**src/rtl/manch_demod_if.sv**
```systemverilog
// rtl/manch_demod_if.sv - decoded-bit strobe bundle from manch_demod to the frame deframer
interface manch_demod_if;
  logic out_data;
  logic out_valid;
  logic out_sof;
  logic out_eof;
  logic out_err;
  logic out_busy;

  modport master (
    output out_data,
    output out_valid,
    output out_sof,
    output out_eof,
    output out_err,
    output out_busy
  );

  modport slave (
    input out_data,
    input out_valid,
    input out_sof,
    input out_eof,
    input out_err,
    input out_busy
  );
endinterface

```
**src/rtl/manch_demod.sv**
```systemverilog
// rtl/manch_demod.sv - Manchester decoder for the ISO 14443-A 106 kb/s tag-to-reader link
// Counts subcarrier toggles per half-ETU window; window phase is fixed by the first SOF edge.
module manch_demod #(
  parameter int OSR      = 8,
  parameter int SUB_HALF = 4,
  parameter int EDGE_MIN = 5
) (
  input  logic          clk,
  input  logic          in_rst_n,
  input  logic          in_enable,
  input  logic          in_data,
  manch_demod_if.master out_if
);

  localparam int HALF = OSR * SUB_HALF;
  localparam int HW   = $clog2(HALF);
  localparam int TW   = $clog2(HALF + 1);

  typedef enum logic [2:0] {
    IDLE,
    SOF_H1,
    SOF_H2,
    D_H1,
    D_H2
  } state_t;

  state_t        state, state_n;
  logic          sync1, sync2, prev;
  logic [HW-1:0] hcnt, hcnt_n;
  logic [TW-1:0] tcnt, tcnt_n;
  logic          a1, a1_n;
  logic          data_q, data_n;
  logic          valid_q, valid_n;
  logic          sof_q, sof_n;
  logic          eof_q, eof_n;
  logic          err_q, err_n;
  logic          busy_q, busy_n;
  logic          toggle;
  logic          win_end;
  logic          active;
  logic [TW:0]   tsum;

  // Synchronizer idles at the unmodulated line level so reset never fakes an edge.
  always_ff @(posedge clk) begin
    if (!in_rst_n || !in_enable) begin
      sync1 <= 1'b1;
      sync2 <= 1'b1;
      prev  <= 1'b1;
    end else begin
      sync1 <= in_data;
      sync2 <= sync1;
      prev  <= sync2;
    end
  end

  assign toggle  = sync2 ^ prev;
  assign win_end = (hcnt == HW'(HALF - 1));
  // The toggle on the boundary cycle still belongs to the closing window.
  assign tsum    = {1'b0, tcnt} + {{TW{1'b0}}, toggle};
  assign active  = (tsum >= (TW + 1)'(EDGE_MIN));

  always_comb begin
    state_n = state;
    hcnt_n  = hcnt;
    tcnt_n  = tcnt;
    a1_n    = a1;
    data_n  = data_q;
    busy_n  = busy_q;
    valid_n = 1'b0;
    sof_n   = 1'b0;
    eof_n   = 1'b0;
    err_n   = 1'b0;

    if (state != IDLE) begin
      hcnt_n = win_end ? '0 : hcnt + 1'b1;
      if (win_end)
        tcnt_n = '0;
      else if (toggle && (tcnt != TW'(HALF)))
        tcnt_n = tcnt + 1'b1;
    end

    case (state)
      IDLE: begin
        if (toggle) begin
          hcnt_n  = HW'(1);
          tcnt_n  = TW'(1);
          state_n = SOF_H1;
        end
      end
      SOF_H1: begin
        if (win_end)
          state_n = active ? SOF_H2 : IDLE;
      end
      SOF_H2: begin
        if (win_end) begin
          if (active) begin
            err_n   = 1'b1;
            state_n = IDLE;
          end else begin
            sof_n   = 1'b1;
            busy_n  = 1'b1;
            state_n = D_H1;
          end
        end
      end
      D_H1: begin
        if (win_end) begin
          a1_n    = active;
          state_n = D_H2;
        end
      end
      D_H2: begin
        if (win_end) begin
          case ({a1, active})
            2'b10: begin
              data_n  = 1'b1;
              valid_n = 1'b1;
              state_n = D_H1;
            end
            2'b01: begin
              data_n  = 1'b0;
              valid_n = 1'b1;
              state_n = D_H1;
            end
            2'b00: begin
              eof_n   = 1'b1;
              busy_n  = 1'b0;
              state_n = IDLE;
            end
            default: begin
              err_n   = 1'b1;
              busy_n  = 1'b0;
              state_n = IDLE;
            end
          endcase
        end
      end
      default: state_n = IDLE;
    endcase
  end

  always_ff @(posedge clk) begin
    if (!in_rst_n || !in_enable) begin
      state   <= IDLE;
      hcnt    <= '0;
      tcnt    <= '0;
      a1      <= 1'b0;
      data_q  <= 1'b0;
      valid_q <= 1'b0;
      sof_q   <= 1'b0;
      eof_q   <= 1'b0;
      err_q   <= 1'b0;
      busy_q  <= 1'b0;
    end else begin
      state   <= state_n;
      hcnt    <= hcnt_n;
      tcnt    <= tcnt_n;
      a1      <= a1_n;
      data_q  <= data_n;
      valid_q <= valid_n;
      sof_q   <= sof_n;
      eof_q   <= eof_n;
      err_q   <= err_n;
      busy_q  <= busy_n;
    end
  end

  assign out_if.out_data  = data_q;
  assign out_if.out_valid = valid_q;
  assign out_if.out_sof   = sof_q;
  assign out_if.out_eof   = eof_q;
  assign out_if.out_err   = err_q;
  assign out_if.out_busy  = busy_q;

endmodule

```
**src/flat_wrapper.sv**
```systemverilog
// flat-port wrapper written by rule: the top's interface ports become plain ports
module manch_demod_flat 
#(
  parameter int OSR      = 8,
  parameter int SUB_HALF = 4,
  parameter int EDGE_MIN = 5
)
  (clk, in_rst_n, in_enable, in_data, out_if_out_data, out_if_out_valid, out_if_out_sof, out_if_out_eof, out_if_out_err, out_if_out_busy);
  manch_demod_if out_if_i ();
  input  logic clk;
  input  logic in_rst_n;
  input  logic in_enable;
  input  logic in_data;
  output wire logic [$bits(out_if_i.out_data)-1:0] out_if_out_data;
  output wire logic [$bits(out_if_i.out_valid)-1:0] out_if_out_valid;
  output wire logic [$bits(out_if_i.out_sof)-1:0] out_if_out_sof;
  output wire logic [$bits(out_if_i.out_eof)-1:0] out_if_out_eof;
  output wire logic [$bits(out_if_i.out_err)-1:0] out_if_out_err;
  output wire logic [$bits(out_if_i.out_busy)-1:0] out_if_out_busy;
  assign out_if_out_data = out_if_i.out_data;
  assign out_if_out_valid = out_if_i.out_valid;
  assign out_if_out_sof = out_if_i.out_sof;
  assign out_if_out_eof = out_if_i.out_eof;
  assign out_if_out_err = out_if_i.out_err;
  assign out_if_out_busy = out_if_i.out_busy;
  manch_demod #(.OSR(OSR), .SUB_HALF(SUB_HALF), .EDGE_MIN(EDGE_MIN)) u_core (.clk(clk), .in_rst_n(in_rst_n), .in_enable(in_enable), .in_data(in_data), .out_if(out_if_i));
endmodule
```
**config.mk**
```make
export PLATFORM = sky130hd
export DESIGN_NAME = manch_demod_flat
export DESIGN_NICKNAME = d
export VERILOG_FILES = /design/src/rtl/manch_demod_if.sv /design/src/rtl/manch_demod.sv /design/src/flat_wrapper.sv
export SDC_FILE = /design/constraint.sdc
export NUM_CORES = 1
export LEC_CHECK = 0
export CELL_PAD_IN_SITES_DETAIL_PLACEMENT = 1
export CELL_PAD_IN_SITES_GLOBAL_PLACEMENT = 1
export CORE_ASPECT_RATIO = 0.6
export CORE_MARGIN = 5
export CORE_UTILIZATION = 44
export DETAILED_ROUTE_END_ITERATION = 12
export PLACE_DENSITY = 0.76
export SLEW_MARGIN = 15
export SYNTH_ARGS = -nofsm -noshare
export SYNTH_HDL_FRONTEND = slang
export SYNTH_SLANG_ARGS = --single-unit
```
**constraint.sdc**
```tcl
create_clock -name clk -period 3.85 [get_ports clk]
set_input_delay 1.155 -clock clk [delete_from_list [all_inputs] [get_ports clk]]
set_output_delay 1.155 -clock clk [all_outputs]
set_load 0.05 [all_outputs]
```
Figure 1. M1 wires.
Bar = 20 um.
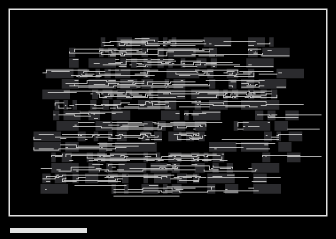
longest straight run	32.0 um
nets with wire on the layer	157
wire length on this layer	2010 um
share of all routed wire	56%
main direction	horizontal

Figure 2. Signal wires on met2.
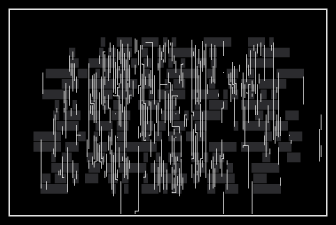
share of all routed wire	41%
longest straight run	34.7 um
main direction	vertical
wire length on this layer	1470 um
nets with wire on the layer	149
drt total wl: 3.61 mm
GRT met2 Usage: 29.0%

==> flow_summary.ini <==
; synthesis and place-and-route metrics
[placed_design]
dp_hpwl_mm = 2.61
post_dp_cell_area_sq_mm = 0.00146
place.gp.congestion = 0.952
port_buffers = 9

[final_timing]
finalClockSkew_ns = 0.00314
max_freq_mhz = 323
fin_crit_sh_pct = 80.3
period_needed_ns = 3.09
report.final.slew_viol_count = 0
rsz0062_at_grt = false
hold_viol = 0
slew_headroom_pct = 58.2

[critical_path]
worstReg2RegStart = u_core.sync2
crit_start = u_core.sync2
critPathSlowestCell = xnor2_4
worst-path-buf-inv = 1
path_delay_family = adder cells
worstPathRequired_ns = 4.02
cp-end-kind = flop
crit_path_frequent_cell = ha_1
worst_setup_path_start_kind = flop
cpPeakStageDelay_ns = 0.39

[clocking]
path_clk_slew_ns = 0.09
cts_tree = done
ctsResizeCount = 0
holdBufCountCts = 0
cts_htree_levels = 1
clock_path_buffers = 2
cts_root_buf = clkbuf_8
clock_latency_ns = 0.27

[synthesis]
async_reset_ff_share_pct = 0
syn_nets = 166
ys_types = 48
edf_count = 0
syn_avg_cell_area_sq_um = 8.94
ys_cells = 153
ff_type = dfxtp_1
yosys_warnings = 0
netlist_area_sq_mm = 0.00137
syn_inst = 153
synth_seq_share_pct = 35.1

[detailed_routing]
drc = 0
drt_pass1_iterations = 4
ant_nets = 0
drtIter0Drc = 69
avgRoutedWirePerCell_um = 18.2

[pwr]
leakagePower_nw = 0.549
powerClk_w = 0.000223
powerSeq_w = 0.000250
combPwrFrac_pct = 3.3
powerDensity_mw_per_mm2 = 319
p_comb_w = 0.0000160
finalPower_w = 0.000489
switching_power_w = 0.0000948

[final_layout]
lay_top_count = dfxtp_1
nNetsFinal = 171
final_area_sq_mm = 0.00153
syn_to_final_growth_pct = 12.2
fillers = 349
drive_above_1_share_pct = 9.55

[floorplan]
rows = 15
die_x_um = 82.0
core_sq_mm = 0.00293
initCoreUtil_pct = 46.7
ios = 10

[grt]
grt_pass1_vias = 1176
grt_pass1_wl_mm = 6.40
track_usage_pct = 19.8
grt-ovfl-total = 0
antenna_found_initial = 0

[min_path]
hold_path.startpoint = u_core.sync1

[run_status]
status = finished clean
[layout make-up]
cell class	instances	area, sq um	area share [%]
clock buffers	3	41.3	2.69
well taps	42	52.6	3.43
flip-flops and latches	24	480	31.3
repair buffers	9	90.1	5.87
inverters	6	25.0	1.63
clock inverters	1	30.0	1.96
multi-input cells	114	815	53.1
[worst register-to-register path, cell delays in order (launching register included)]
cell,delay [ns]
dfxtp_1,0.37
xnor2_4,0.39
inv_4,0.09
ha_1,0.25
ha_1,0.23
and2b_1,0.21
a41oi_2,0.20
or2_2,0.37
ha_1,0.38
nor2_2,0.16
a21oi_1,0.08
a311oi_1,0.27
[synthesized netlist by cell type, types with 2 or more instances]
| library cell | count | share of area (%) |
|---|---|---|
| o221ai_1 | 3 | 1.9 |
| nand3b_1 | 3 | 1.6 |
| o21ai_0 | 7 | 2.6 |
| and3_1 | 2 | 0.91 |
| ha_1 | 9 | 8.2 |
| o22a_1 | 2 | 1.3 |
| xnor2_1 | 2 | 1.3 |
| o311a_1 | 2 | 1.5 |
| clkbuf_1 | 3 | 0.82 |
| o22ai_1 | 3 | 1.4 |
| nor2_1 | 12 | 3.3 |
| nand2b_1 | 5 | 2.3 |
| buf_2 | 5 | 1.8 |
| o21a_1 | 2 | 1.1 |
| nand2_1 | 10 | 2.7 |
| nor3_1 | 6 | 2.2 |
| a21oi_1 | 12 | 4.4 |
| nand3_1 | 3 | 1.1 |
| dfxtp_1 | 24 | 35 |
| inv_1 | 5 | 1.4 |
| or2_2 | 2 | 0.91 |
| or3_1 | 2 | 0.91 |
| and2_1 | 2 | 0.91 |
| a211oi_1 | 3 | 1.6 |
[logic make-up (layout without fill, tap and decap cells)]
family | Yosys count | in the layout | share of synthesized area [%]
buf+inv | 15 | 19 | 5.31
flops | 24 | 24 | 35.1
simple gates | 57 | 57 | 25.1
compound gates | 45 | 45 | 23.0
fa+ha+maj | 9 | 9 | 8.23
xor+xnor | 3 | 3 | 3.29
[flip-flops by register name, indices dropped and copies added (netlist names)]
register	flops
u_core.tcnt	6
u_core.hcnt	5
u_core.state	3
u_core.a1	1
u_core.out_if.out_busy	1
u_core.out_if.out_data	1
u_core.out_if.out_eof	1
u_core.out_if.out_err	1
u_core.out_if.out_sof	1
u_core.out_if.out_valid	1
u_core.prev	1
u_core.sync1	1
u_core.sync2	1
[through the flow]
stage               hold WS, ns  std cells  setup WS [ns]  utilization, %
finish                    0.437        199          0.758            52.4
global route              0.471        199          0.535            52.4
CTS                       0.446        199          0.757            52.4
detailed placement        0.424        195          0.820            50.0
global placement          0.420        195          0.996            50.0
floorplan                 0.386        153           1.15               -
[path summary, 6_finish.rpt]
kind | slack [ns] | endpoint | depth (start not counted)
worst max-delay path | 0.76 | u_core.out_if.out_data | 11
worst max register to register | 0.76 | u_core.out_if.out_data | 11
worst min-delay path | 0.44 | u_core.sync2 | 1
worst min register to register | 0.44 | u_core.sync2 | 1
[per-layer routing]
layer | global-route usage [%] | wire length (um)
met1 | 29.6 | 2010
met3 | 4.59 | 116
met4 | 3.31 | 14
met5 | 0 | 0
met2 | 29.0 | 1470
